File: src/rtl/led_show_pkg.sv
// Shared definitions for the LED light-show sequencer.
//   - phase_e      : phase codes as seen on the phase output
//   - *_DEF        : default tick exponent base and step counts
//   - FINALE_POS   : LED positions lit on the even FINALE steps
//   - led_pattern(): LED image for a given phase and step
package led_show_pkg;

    localparam int unsigned CNT_W            = 11;
    localparam int unsigned DIV_BASE_DEF     = 4;
    localparam int unsigned BAR_STEPS        = 8;
    localparam int unsigned BLINK_STEPS_DEF  = 20;
    localparam int unsigned NIBBLE_STEPS_DEF = 16;
    localparam int unsigned FINALE_STEPS     = 10;

    typedef enum logic [2:0] {
        PH_IDLE   = 3'd0,
        PH_FILL   = 3'd1,
        PH_DRAIN  = 3'd2,
        PH_WALK_R = 3'd3,
        PH_WALK_L = 3'd4,
        PH_BLINK  = 3'd5,
        PH_NIBBLE = 3'd6,
        PH_FINALE = 3'd7
    } phase_e;

    // Entry 0 is used on step 0, entry 1 on step 2, and so on.
    localparam logic [4:0][2:0] FINALE_POS = {3'd5, 3'd3, 3'd0, 3'd6, 3'd2};

    function automatic logic [7:0] led_pattern(input phase_e ph, input logic [7:0] s);
        logic [7:0] half;
        logic [2:0] pos;
        half = s >> 1;
        pos  = (half < 8'd5) ? FINALE_POS[half[2:0]] : 3'd0;
        case (ph)
            PH_FILL:   led_pattern = 8'hFF << (8'd7 - s);
            PH_DRAIN:  led_pattern = 8'hFF << (s + 8'd1);
            PH_WALK_R: led_pattern = 8'h80 >> s;
            PH_WALK_L: led_pattern = 8'h01 << s;
            PH_BLINK:  led_pattern = s[0] ? 8'h00 : 8'hFF;
            PH_NIBBLE: led_pattern = s[0] ? 8'hF0 : 8'h0F;
            PH_FINALE: led_pattern = s[0] ? 8'h00 : (8'h80 >> pos);
            default:   led_pattern = 8'h00;
        endcase
    endfunction

endpackage

File: src/rtl/led_show_sequencer_if.sv
// Override requester link to the LED bus.
//   ovr_req : requester wants the LED bus
//   ovr_led : pattern to drive while granted
//   ovr_gnt : registered grant back to the requester
// master = requester side, slave = sequencer side.
interface led_show_sequencer_if;
    logic       ovr_req;
    logic [7:0] ovr_led;
    logic       ovr_gnt;

    modport master (output ovr_req, output ovr_led, input ovr_gnt);
    modport slave  (input ovr_req, input ovr_led, output ovr_gnt);
endinterface

File: src/rtl/led_tick_gen.sv
// Tick prescaler for the light show.
//   clk, rst_n : clock, async active-low reset
//   speed_i    : rate select, tick period = 2^(DIV_BASE+speed_i) clk cycles
//   tick_o     : one-clk strobe while the low DIV_BASE+speed_i counter bits are all ones
module led_tick_gen
    import led_show_pkg::*;
#(
    parameter int unsigned DIV_BASE = DIV_BASE_DEF
) (
    input  logic       clk,
    input  logic       rst_n,
    input  logic [2:0] speed_i,
    output logic       tick_o
);

    logic [CNT_W-1:0] cnt_q, cnt_d;
    logic [CNT_W-1:0] mask;
    logic             tick_q, tick_d;

    // The strobe is decoded from the incoming count so that the registered
    // tick is high in exactly the cycle the counter holds the all-ones value.
    always_comb begin
        cnt_d = cnt_q + CNT_W'(1);
        mask  = '0;
        for (int unsigned i = 0; i < CNT_W; i++) begin
            if (i < DIV_BASE + {29'd0, speed_i}) begin
                mask[i] = 1'b1;
            end
        end
        tick_d = ((cnt_d & mask) == mask);
    end

    always_ff @(posedge clk or negedge rst_n) begin
        if (!rst_n) begin
            cnt_q  <= '0;
            tick_q <= 1'b0;
        end else begin
            cnt_q  <= cnt_d;
            tick_q <= tick_d;
        end
    end

    assign tick_o = tick_q;

endmodule

File: src/rtl/led_show_sequencer.sv
// LED light-show sequencer: FILL, DRAIN, WALK_R, WALK_L, BLINK, NIBBLE, FINALE.
//   clk, rst_n : clock, async active-low reset
//   speed      : tick rate select (0 = fastest)
//   run        : 1 = show enabled and looping, 0 = back to IDLE on next tick
//   hold       : freeze the current step (ticks dropped)
//   skip       : on tick, jump to the next phase, step 0
//   ovr        : override requester link (slave side); grant pauses the show
//   led        : registered LED drive
//   phase      : current phase code
//   done       : one-clk pulse when FINALE completes
module led_show_sequencer
    import led_show_pkg::*;
#(
    parameter int unsigned DIV_BASE     = DIV_BASE_DEF,
    parameter int unsigned BLINK_STEPS  = BLINK_STEPS_DEF,
    parameter int unsigned NIBBLE_STEPS = NIBBLE_STEPS_DEF
) (
    input  logic                        clk,
    input  logic                        rst_n,
    input  logic [2:0]                  speed,
    input  logic                        run,
    input  logic                        hold,
    input  logic                        skip,
    led_show_sequencer_if.slave         ovr,
    output logic [7:0]                  led,
    output logic [2:0]                  phase,
    output logic                        done
);

    logic       tick;
    logic       adv;
    phase_e     phase_q;
    phase_e     phase_adv;
    logic [7:0] step_q;
    logic [7:0] step_last;
    logic [7:0] led_q;
    logic       done_q;
    logic       ovr_gnt_q;

    led_tick_gen #(
        .DIV_BASE (DIV_BASE)
    ) u_tick (
        .clk     (clk),
        .rst_n   (rst_n),
        .speed_i (speed),
        .tick_o  (tick)
    );

    // Ticks during hold or grant are simply lost.
    assign adv = tick & ~hold & ~ovr_gnt_q;

    always_comb begin
        step_last = '0;
        phase_adv = PH_FILL;
        case (phase_q)
            PH_FILL:   begin step_last = 8'(BAR_STEPS - 1);    phase_adv = PH_DRAIN;  end
            PH_DRAIN:  begin step_last = 8'(BAR_STEPS - 1);    phase_adv = PH_WALK_R; end
            PH_WALK_R: begin step_last = 8'(BAR_STEPS - 1);    phase_adv = PH_WALK_L; end
            PH_WALK_L: begin step_last = 8'(BAR_STEPS - 1);    phase_adv = PH_BLINK;  end
            PH_BLINK:  begin step_last = 8'(BLINK_STEPS - 1);  phase_adv = PH_NIBBLE; end
            PH_NIBBLE: begin step_last = 8'(NIBBLE_STEPS - 1); phase_adv = PH_FINALE; end
            PH_FINALE: begin step_last = 8'(FINALE_STEPS - 1); phase_adv = PH_FILL;   end
            default:   begin step_last = '0;                   phase_adv = PH_FILL;   end
        endcase
    end

    always_ff @(posedge clk or negedge rst_n) begin
        if (!rst_n) begin
            phase_q   <= PH_IDLE;
            step_q    <= '0;
            led_q     <= '0;
            done_q    <= 1'b0;
            ovr_gnt_q <= 1'b0;
        end else begin
            ovr_gnt_q <= ovr.ovr_req;
            // LED image lags the state by one clk; the override wins outright.
            led_q     <= ovr_gnt_q ? ovr.ovr_led : led_pattern(phase_q, step_q);
            done_q    <= 1'b0;
            if (adv) begin
                if (!run) begin
                    phase_q <= PH_IDLE;
                    step_q  <= '0;
                end else if (phase_q == PH_IDLE) begin
                    phase_q <= PH_FILL;
                    step_q  <= '0;
                end else if (skip || step_q == step_last) begin
                    phase_q <= phase_adv;
                    step_q  <= '0;
                    if (phase_q == PH_FINALE) begin
                        done_q <= 1'b1;
                    end
                end else begin
                    step_q <= step_q + 8'd1;
                end
            end
        end
    end

    assign ovr.ovr_gnt = ovr_gnt_q;
    assign led         = led_q;
    assign phase       = phase_q;
    assign done        = done_q;

endmodule
File: src/flat_wrapper.sv
// flat-port wrapper written by rule: the top's interface ports become plain ports
module led_show_sequencer_flat import led_show_pkg::*;
#(
    parameter int unsigned DIV_BASE     = DIV_BASE_DEF,
    parameter int unsigned BLINK_STEPS  = BLINK_STEPS_DEF,
    parameter int unsigned NIBBLE_STEPS = NIBBLE_STEPS_DEF
)
  (clk, rst_n, speed, run, hold, skip, led, phase, done, ovr_ovr_req, ovr_ovr_led, ovr_ovr_gnt);
  led_show_sequencer_if ovr_i ();
  input  logic clk;
  input  logic rst_n;
  input  logic [2:0] speed;
  input  logic run;
  input  logic hold;
  input  logic skip;
  output logic [7:0] led;
  output logic [2:0] phase;
  output logic done;
  input wire logic [$bits(ovr_i.ovr_req)-1:0] ovr_ovr_req;
  input wire logic [$bits(ovr_i.ovr_led)-1:0] ovr_ovr_led;
  output wire logic [$bits(ovr_i.ovr_gnt)-1:0] ovr_ovr_gnt;
  assign ovr_i.ovr_req = ovr_ovr_req;
  assign ovr_i.ovr_led = ovr_ovr_led;
  assign ovr_ovr_gnt = ovr_i.ovr_gnt;
  led_show_sequencer #(.DIV_BASE(DIV_BASE), .BLINK_STEPS(BLINK_STEPS), .NIBBLE_STEPS(NIBBLE_STEPS)) u_core (.clk(clk), .rst_n(rst_n), .speed(speed), .run(run), .hold(hold), .skip(skip), .ovr(ovr_i), .led(led), .phase(phase), .done(done));
endmodule
File: config.mk
export PLATFORM = sky130hd
export DESIGN_NAME = led_show_sequencer_flat
export DESIGN_NICKNAME = d
export VERILOG_FILES = /design/src/rtl/led_show_pkg.sv /design/src/rtl/led_show_sequencer_if.sv /design/src/rtl/led_tick_gen.sv /design/src/rtl/led_show_sequencer.sv /design/src/flat_wrapper.sv
export SDC_FILE = /design/constraint.sdc
export NUM_CORES = 1
export LEC_CHECK = 0
export CAP_MARGIN = 20
export CORE_MARGIN = 3
export CORE_UTILIZATION = 40
export CTS_BUF_LIST = sky130_fd_sc_hd__clkbuf_8
export CTS_CLUSTER_DIAMETER = 50
export DETAILED_ROUTE_END_ITERATION = 8
export GPL_TIMING_DRIVEN = 0
export HOLD_SLACK_MARGIN = 0.12
export PLACE_DENSITY = 0.69
export SYNTH_ARGS = -nofsm -noshare
export SYNTH_HDL_FRONTEND = slang
export SYNTH_SLANG_ARGS = --single-unit
export TNS_END_PERCENT = 30
File: constraint.sdc
create_clock -name clk -period 4.45 [get_ports clk]
set_clock_uncertainty 0.15 [all_clocks]
set_input_delay 0.89 -clock clk [delete_from_list [all_inputs] [get_ports clk]]
set_output_delay 0.89 -clock clk [all_outputs]
set_load 0.02 [all_outputs]
### M1 wires

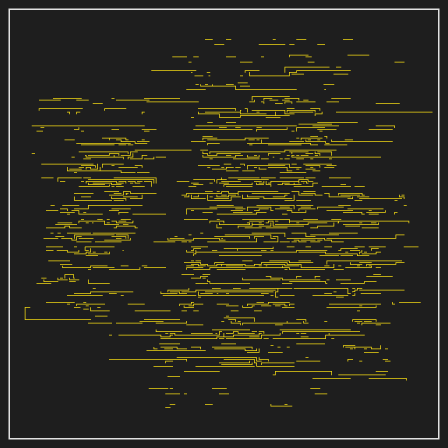
share of all routed wire: 46%
nets with wire on the layer: 314
via count: 2231
met1 usage: 22.5%

==> flow_summary.ini <==
; physical design summary
[route]
firstDrtPassIters = 4
wl_per_cell_um = 14.9
drt_iter0_drc = 208
drc_errors = 0
drt-vias-per-instance = 5.72
final_antenna_net_count = 0
drt_wl_total_um = 5820

[clock_tree]
cts_hold_buf = 0
cts_made_buffers = 5
clkTransAtPathRegs_ns = 0.07
cts_tree = done
cts.sink_count = 33
htreeDepth = 2
clk_root_buffer_cell = clkbuf_8
ctsResizeCount = 0
clk_latency_ns = 0.30
clockBufferDepth = 2
cts_setup_buffers = 0

[synth]
topCellsByArea = dfrtp_1 (34%), xnor2_1 (5.0%), ha_1 (4.6%), nand2_1 (4.0%), o21ai_0 (3.3%)
synthTopCellsByCount = dfrtp_1 (33), nand2_1 (26), inv_1 (18)
synth_cell_types = 58
synth_area_mm2 = 0.00244
synth_area_leader_cell = dfrtp_1
synthArstFlopShare_pct = 100
syn-num-nets = 307
avgSynthCellArea_um2 = 8.70
yosys_area_mm2 = 0.00244
numSynthFlops = 33
yosysCellCount = 281
synthCells = 281
synth.top_cell.area_share_pct = 33.8
ff_type = dfrtp_1
synth_seq_share_pct = 33.8
top_cell = dfrtp_1
edf_count = 0
ys_warn_count = 0

[sta]
rsz0062_at_grt = false
tightest_slew_ns = 0.998
hold_viol = 0
setup_viol = 0
period_minus_slack_ns = 2.66
fin_setup_tns_ns = 0
slew-limit-headroom_pct = 33.3
finalCritPeriodShare_pct = 59.7
fmax_mhz = 376
fin_hold_ws_ns = 0.317
final_max_slew_viol_count = 0

[run_status]
status = finished, final reports clean

[critical_path]
startpoint_type = input pin
required_ns = 4.50
crit_arrival_ns = 2.71
crit_path_end_kind = register
critPathMaxFanout = 9
crit_type = in2reg

[placement]
gp_congestion = 0.879
placed_cells = 382
dp_hpwl_um = 4330

[final_layout]
num_antenna_cells = 0
syn2layout_area_growth_pct = 20.1
final_layout_size_suffix_gt1_share_pct = 8.49
fin_cells = 390
utilization_pct = 51.4
n_fill_cell = 545
final_net_count = 343

[die]
die_w_um = 84.2
rows = 27
die_area_mm2 = 0.00709
fp-utilization_pct = 42.8
die_y_um = 84.2
core_area_mm2 = 0.00571

[grt]
grt-ovfl-total = 0
grt_pass1_vias = 2180
grt_pass1_wl_um = 10200
grt_max_degree = 34
antenna_found_initial = 0
globalRouteTotalUtil_pct = 17.3

[job]
drv_cap = 0
warnings = 31

[power]
pwr-share-comb_pct = 9.9
power_per_cell_area_mw_per_mm2 = 227
swShare_pct = 22.5
p_int_mw = 0.517
peakVddDrop_uv = 155
clkPwrFrac_pct = 44.0
leakage_nw = 1.21
finalPower_mw = 0.668
pwr-share-seq_pct = 46.1
p_switching_mw = 0.150

[hold_path]
hold_class = reg2reg
### Port wiring

The bar under the picture is 20 um long.
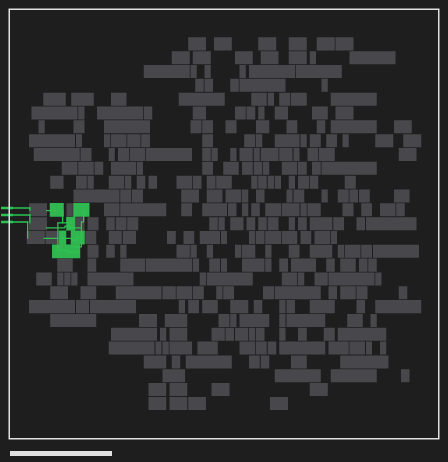
legend:
  `speed`:
    color: green
    bits: 3
    direction: input
    edge: left
    end_cells: 8
    buffers: 3
    wire: 57.4 um
Port Buffers: 29
# IOs: 30

-- cells in the final DEF (no fill, tap or decap), types with 6 or more instances in the layout --
cell type | netlist | final
clkbuf_8 | 0 | 6
buf_2 | 5 | 6
ha_1 | 9 | 9
a31oi_1 | 11 | 11
inv_1 | 18 | 19
clkbuf_1 | 7 | 7
nor2_1 | 17 | 17
clkdlybuf4s50_1 | 0 | 28
a21oi_1 | 11 | 11
nand3_1 | 11 | 11
nand2b_1 | 10 | 10
o21ai_0 | 16 | 16
xnor2_1 | 14 | 14
and3_1 | 6 | 6
dfrtp_1 | 33 | 33
nand4_1 | 8 | 8
nand2_1 | 26 | 26
-- state kept, by name, summed over array words and instances (netlist names) --
name                  count
u_core.step_q             8
u_core.ovr.ovr_gnt        1
u_core.led                8
u_core.u_tick.cnt_q      11
u_core.u_tick.tick_o      1
u_core.phase              3
u_core.done               1
-- area by class of cell --
type | count | area (um^2) | area share [%]
buffer | 17 | 96.3 | 3.28
clock buffer | 6 | 82.6 | 2.81
inverter | 18 | 67.6 | 2.30
clock inverter | 2 | 33.8 | 1.15
tap | 72 | 90.1 | 3.07
multi-input combinational | 213 | 1460 | 49.6
sequential | 33 | 826 | 28.1
timing repair buffer | 29 | 285 | 9.71
-- per-layer routing --
metal,track usage [%],vias to the layer above,part of all wire (%),wire [um]
met1,22.5,1074,46,2700
met5,0,-,0,0
met4,6.14,0,1.2,68
li1,-,1098,-,-
met3,3.43,7,3.9,227
met2,28.8,52,49,2820
-- critical path: stages --
cell and delay (ns):
clkdlybuf4s50_1 0.54, o21ai_0 0.16, nor2_1 0.30, o31ai_4 0.19, or2_1 0.25, buf_6 0.14
o311ai_4 0.24
-- through the flow --
stage	worst slack, ns	area, um^2
2_1_floorplan	1.91	2440
3_5_place_dp	1.50	2820
6_report	1.79	2940
3_3_place_gp	1.52	2830
5_1_grt	1.65	2940
4_1_cts	1.81	2940
-- cell families after synthesis --
logic type               count (synthesis)  synth area share [%]
AND/OR/NAND/NOR                        103                  21.9
XOR/XNOR                                16                  5.73
AND-OR/OR-AND                           82                  26.1
flip-flops                              33                  33.8
buffers and inverters                   35                  6.70
adder cells (fa/ha/maj)                  9                  4.61
multiplexers                             3                  1.28
-- worst paths after layout --
check | cells after the start | start | slack [ns] | endpoint
setup / recovery | 7 | run | 1.79 | u_core.step_q[7]
hold / removal | 1 | u_core.u_tick.cnt_q[0] | 0.32 | u_core.u_tick.cnt_q[0]
setup reg to reg | 10 | u_core.phase[0] | 1.88 | u_core.step_q[7]
hold reg to reg | 1 | u_core.u_tick.cnt_q[0] | 0.32 | u_core.u_tick.cnt_q[0]
max in group asynchronous | 1 | rst_n | 3.16 | u_core.led[3]
min in group asynchronous | 1 | rst_n | 0.51 | u_core.step_q[7]
-- power by group through the flow --
stage	Combinational [mW]	Sequential (mW)	Clock, mW
2_1_floorplan	0.0223	0.320	0
3_3_place_gp	0.0669	0.314	0
3_5_place_dp	0.0669	0.314	0
4_1_cts	0.0671	0.308	0.300
5_1_grt	0.0728	0.309	0.311
6_report	0.0660	0.308	0.294
No activity file was given, so power comes from the tool's default toggle rates.
